**Nets reached from selected ports**

The bar under the picture is 20 µm long.
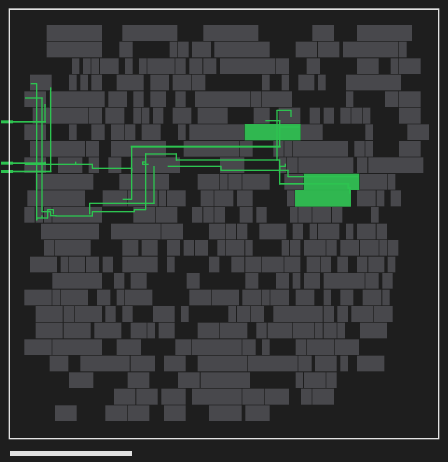
**Routing congestion**

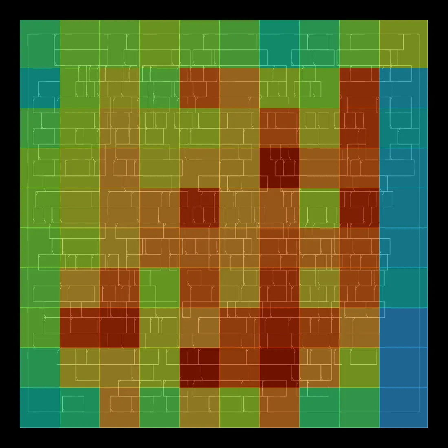
[src/rtl/com_bus_arbiter_pkg.sv]
// Shared definitions for the common snoop-bus arbiter and the cache wrappers
// around it. Holds the bus geometry defaults and the arbiter state encoding.
package com_bus_arbiter_pkg;

  localparam int ADDRESSSIZE      = 32;
  localparam int ASSOCIATIVITY    = 4;

  // 4 cores x (I-cache + D-cache) wrappers share the bus.
  localparam int NUM_REQ_DEFAULT  = 8;
  // Longest uninterrupted tenure before a holder is forced off the bus.
  localparam int MAX_HOLD_DEFAULT = 64;

  typedef enum logic [1:0] {
    ARB_IDLE  = 2'd0,
    ARB_GRANT = 2'd1,
    ARB_TURN  = 2'd2
  } arb_state_e;

endpackage

[src/rtl/com_bus_arbiter_rr_priority_pick.sv]
// Combinational round-robin pick.
// Ports:
//   req_i        : request vector, one bit per requester
//   last_owner_i : index of the most recent bus owner (lowest priority)
//   winner_o     : one-hot winner, zero when nobody requests
//   valid_o      : high when winner_o has a bit set
module rr_priority_pick
  import com_bus_arbiter_pkg::*;
#(
  parameter int NUM_REQ = NUM_REQ_DEFAULT,
  parameter int IDW     = (NUM_REQ > 1) ? $clog2(NUM_REQ) : 1
) (
  input  logic [NUM_REQ-1:0] req_i,
  input  logic [IDW-1:0]     last_owner_i,
  output logic [NUM_REQ-1:0] winner_o,
  output logic               valid_o
);

  logic [IDW-1:0] idx;

  // Walk the requesters starting just after last_owner, wrapping at NUM_REQ,
  // and keep the first one found. last_owner itself is visited last.
  always_comb begin
    winner_o = '0;
    valid_o  = 1'b0;
    idx      = last_owner_i;
    for (int off = 0; off < NUM_REQ; off++) begin
      idx = (idx == IDW'(NUM_REQ - 1)) ? '0 : idx + IDW'(1);
      if (!valid_o && req_i[idx]) begin
        valid_o       = 1'b1;
        winner_o[idx] = 1'b1;
      end
    end
  end

endmodule

[src/rtl/com_bus_arbiter.sv]
// Arbiter for the common snoop bus shared by all cache wrappers.
// Round-robin, non-preemptive, with a hold limit and a mandatory one-cycle
// turnaround (all grants low) between any two tenures.
// Ports:
//   clk, rst_n        : clock, asynchronous active-low reset
//   Com_Bus_Req_proc  : per-requester request (level, held until granted)
//   Com_Bus_Gnt_proc  : registered one-hot grant (or zero)
//   Gnt_id            : index of current holder, 0 when idle
//   Bus_busy          : any grant asserted
//   Hold_timeout      : one-cycle pulse (during the turnaround) after a
//                       holder was forced off at MAX_HOLD cycles
module com_bus_arbiter
  import com_bus_arbiter_pkg::*;
#(
  parameter int NUM_REQ  = NUM_REQ_DEFAULT,
  parameter int MAX_HOLD = MAX_HOLD_DEFAULT,
  parameter int IDW      = (NUM_REQ > 1) ? $clog2(NUM_REQ) : 1
) (
  input  logic               clk,
  input  logic               rst_n,
  input  logic [NUM_REQ-1:0] Com_Bus_Req_proc,
  output logic [NUM_REQ-1:0] Com_Bus_Gnt_proc,
  output logic [IDW-1:0]     Gnt_id,
  output logic               Bus_busy,
  output logic               Hold_timeout
);

  localparam int CW = $clog2(MAX_HOLD + 1);

  arb_state_e         state_q, state_d;
  logic [NUM_REQ-1:0] gnt_q, gnt_d;
  logic [IDW-1:0]     gnt_id_q, gnt_id_d;
  logic [IDW-1:0]     owner_q, owner_d;
  logic [CW-1:0]      cnt_q, cnt_d;
  logic               timeout_q, timeout_d;
  // Low for the first edge after reset release so no grant can be issued
  // on that edge.
  logic               arm_q;

  logic [NUM_REQ-1:0] win_oh;
  logic               win_valid;
  logic [IDW-1:0]     win_id;

  rr_priority_pick #(
    .NUM_REQ (NUM_REQ),
    .IDW     (IDW)
  ) u_pick (
    .req_i        (Com_Bus_Req_proc),
    .last_owner_i (owner_q),
    .winner_o     (win_oh),
    .valid_o      (win_valid)
  );

  always_comb begin
    win_id = '0;
    for (int i = 0; i < NUM_REQ; i++) begin
      if (win_oh[i]) win_id = IDW'(i);
    end
  end

  always_comb begin
    state_d   = state_q;
    gnt_d     = gnt_q;
    gnt_id_d  = gnt_id_q;
    owner_d   = owner_q;
    cnt_d     = '0;
    timeout_d = 1'b0;
    unique case (state_q)
      // The turnaround cycle arbitrates exactly like idle; what makes it a
      // turnaround is that its own grant output is already zero.
      ARB_IDLE, ARB_TURN: begin
        state_d  = ARB_IDLE;
        gnt_d    = '0;
        gnt_id_d = '0;
        if (arm_q && win_valid) begin
          state_d  = ARB_GRANT;
          gnt_d    = win_oh;
          gnt_id_d = win_id;
        end
      end
      ARB_GRANT: begin
        cnt_d = (cnt_q == CW'(MAX_HOLD)) ? cnt_q : cnt_q + CW'(1);
        // cnt_d counts the current grant cycle, so a release at MAX_HOLD
        // leaves the grant visible for exactly MAX_HOLD cycles.
        if (!Com_Bus_Req_proc[gnt_id_q] || cnt_d == CW'(MAX_HOLD)) begin
          timeout_d = Com_Bus_Req_proc[gnt_id_q];
          state_d   = ARB_TURN;
          gnt_d     = '0;
          gnt_id_d  = '0;
          owner_d   = gnt_id_q;
          cnt_d     = '0;
        end
      end
      default: begin
        state_d  = ARB_IDLE;
        gnt_d    = '0;
        gnt_id_d = '0;
      end
    endcase
  end

  always_ff @(posedge clk or negedge rst_n) begin
    if (!rst_n) begin
      state_q   <= ARB_IDLE;
      gnt_q     <= '0;
      gnt_id_q  <= '0;
      owner_q   <= IDW'(NUM_REQ - 1);
      cnt_q     <= '0;
      timeout_q <= 1'b0;
      arm_q     <= 1'b0;
    end else begin
      state_q   <= state_d;
      gnt_q     <= gnt_d;
      gnt_id_q  <= gnt_id_d;
      owner_q   <= owner_d;
      cnt_q     <= cnt_d;
      timeout_q <= timeout_d;
      arm_q     <= 1'b1;
    end
  end

  assign Com_Bus_Gnt_proc = gnt_q;
  assign Gnt_id           = gnt_id_q;
  assign Bus_busy         = |gnt_q;
  assign Hold_timeout     = timeout_q;

endmodule
[config.mk]
export PLATFORM = sky130hd
export DESIGN_NAME = com_bus_arbiter
export DESIGN_NICKNAME = d
export VERILOG_FILES = /design/src/rtl/com_bus_arbiter_pkg.sv /design/src/rtl/com_bus_arbiter_rr_priority_pick.sv /design/src/rtl/com_bus_arbiter.sv
export SDC_FILE = /design/constraint.sdc
export NUM_CORES = 1
export LEC_CHECK = 0
export CAP_MARGIN = 20
export CORE_UTILIZATION = 55
export CTS_CLUSTER_SIZE = 24
export DETAILED_ROUTE_END_ITERATION = 7
export PLACE_DENSITY_LB_ADDON = 0.08
export RECOVER_POWER = 25
export REMOVE_ABC_BUFFERS = 1
export SLEW_MARGIN = 20
export SYNTH_ARGS = -nofsm -noshare
export SYNTH_HDL_FRONTEND = slang
export SYNTH_SLANG_ARGS = --single-unit
[constraint.sdc]
create_clock -name clk -period 4.9 [get_ports clk]
set_input_delay 0.49 -clock clk [delete_from_list [all_inputs] [get_ports clk]]
set_output_delay 0.49 -clock clk [all_outputs]
set_load 0.02 [all_outputs]
==> flow_summary.rst <==
Flow metrics
------------

.. list-table::
   :header-rows: 1

   * - Metric
     - Value
   * - Utilization of the core after routing
     - 64.5%
   * - Sum of routed wire length over all layers
     - 6.68 mm
   * - Wire length on met3
     - 563 µm
   * - Count of non-filler cells in the finished layout
     - 344
   * - RePlAce Congestion
     - 0.961
   * - Area growth from synthesis to layout
     - 10.6%
   * - FFs w/ async S/R, synth
     - 100%
   * - Worst setup startpoint
     - owner_q[0]
   * - Max Cap Violations
     - 0
   * - Non-clock buffer total of the final layout
     - 26
   * - PnR Total Power
     - 1.85 mW
   * - Number of enable-type register cells in the synthesized netlist
     - 0
   * - Clock share of power
     - 6.6%
   * - Area fraction in full adders, half adders and majority gates
     - 7.77%
   * - Pin count of the biggest net entering global routing
     - 26
   * - Hold bufs inserted after CTS
     - 0
   * - Ratio of cells with drive above 1 in the final layout
     - 15.8%
   * - Clock buffers and inverters, area share
     - 1.62%
   * - Clk slew on worst S/H paths
     - 0.09 ns
   * - Clock tree from TritonCTS
     - built
   * - Number of failing hold endpoints at the final stage
     - 0
   * - Ranking of synthesized cells by area
     - sky130_fd_sc_hd__dfrtp_1, sky130_fd_sc_hd__mux4_2, sky130_fd_sc_hd__ha_1, sky130_fd_sc_hd__nand2_1, sky130_fd_sc_hd__mux2i_1
   * - Crit-path max FO
     - 20
   * - Least-Margin Pin Slew
     - 1.30 ns
   * - Buffering stage count on the worst path with inverters included
     - 0
   * - Worst-case clock skew
     - 0.00739 ns
   * - Distinct lib cells
     - 69
   * - Worst setup path endpoint
     - Gnt_id[0]
   * - Count of buffers added by post-CTS timing repair for setup
     - 0
   * - Grt met3 use
     - 5.92%
   * - Layout clock buffer count
     - 3
   * - Total of flip-flops plus latches after synthesis
     - 25
   * - Largest delay contributor family on the critical path
     - adder cells
   * - Result of the run
     - finished clean
   * - Clock Tree Buf Depth
     - 2
   * - Longest individual stage delay on the worst path
     - 0.72 ns
   * - Most frequent cell after synthesis
     - sky130_fd_sc_hd__nand2_1
   * - Number of fillers in the final layout
     - 376
   * - Share of the synthesized area in the top cell type
     - 21.4%
   * - Clock distribution power
     - 0.122 mW
   * - Number of flip-flops under the largest register name
     - 8
   * - Synth top cells by count
     - sky130_fd_sc_hd__nand2_1, sky130_fd_sc_hd__dfrtp_1, sky130_fd_sc_hd__nor2_1
   * - Biggest consumer
     - combinational logic
   * - Number of nets in the layout
     - 319
   * - Fraction of area in registers
     - 22.1%
   * - Power in combinational cells
     - 1.43 mW
   * - Sequential logic power
     - 0.304 mW
   * - Final cycle utilization of the critical path
     - 91.0%
   * - H-Tree Depth
     - 1
   * - Net Sw Frac
     - 51.5%
   * - Via density per instance
     - 6.93
   * - Cell depth of the worst setup path
     - 13
   * - Number of global-route vias before repair
     - 2278
   * - Area after detailed placement
     - 0.00281 mm²
   * - Share of the final layout cell area in multi-input gates
     - 64.1%
   * - Simple share
     - 22.7%
   * - TritonCTS Sinks
     - 25
   * - Dominant flop cell
     - sky130_fd_sc_hd__dfrtp_1
   * - Maximum frequency from static timing analysis
     - 0.224 GHz
   * - Root cell of the clock tree
     - sky130_fd_sc_hd__clkbuf_8
   * - Final Max Tran Viols
     - 0
   * - Area of the mapped netlist
     - 0.00257 mm²
   * - Startpoint class of the critical path
     - flip-flop
   * - # DRC
     - 0
   * - Share of the yosys chip area belonging to registers
     - 24.4%
   * - Combinational share of power
     - 77.0%
   * - Tap Cells
     - 52
   * - Fraction of cell area in non-clock buffers
     - 8.56%
   * - Finished layout cell area
     - 0.00285 mm²
   * - Tightest slew margin relative to the limit
     - 13.2%
   * - Static Leak
     - 1.16 nW
   * - Max VDD drop
     - 0.000480 V
   * - Net switching power figure
     - 0.953 mW
   * - Post-synthesis share of cell area spent on and-or and or-and gates
     - 18.0%
   * - RSZ-0062 raised after global routing
     - false
   * - Area used by multi-input combinational logic
     - 0.00183 mm²
   * - Tally of OpenROAD warnings
     - 34
   * - Final antenna diode count
     - 0
   * - Initial Util
     - 58.3%
   * - Highest layer used for signal routing
     - met4
   * - Seq Cell Count
     - 25
   * - Aggregate negative setup slack
     - 0 ns
   * - Final critical-path setup slack
     - 0.439 ns
   * - Met2 wire len
     - 2.98 mm
   * - Logic Gate Count
     - 227
   * - CP most frequent cell
     - sky130_fd_sc_hd__ha_1
   * - HPWL reported at the end of detailed placement
     - 5.06 mm
   * - Initial antenna violation count
     - 0
Notes on 'nets reached from selected ports' above:
colour	port	bits	direction	edge	end cells	buffers	wire
green	`Gnt_id`	3	output	left	3	3	282 µm
Top-Level Pins: 23
count of input and output buffers: 22

Notes on 'routing congestion' above:
GR met2 Demand/Resource: 43.0%
routed length per placed instance: 19.4 µm
GRT met1 Usage: 42.0%
grt peak-use layer: met2

Power is estimated from default activity; no workload was simulated.
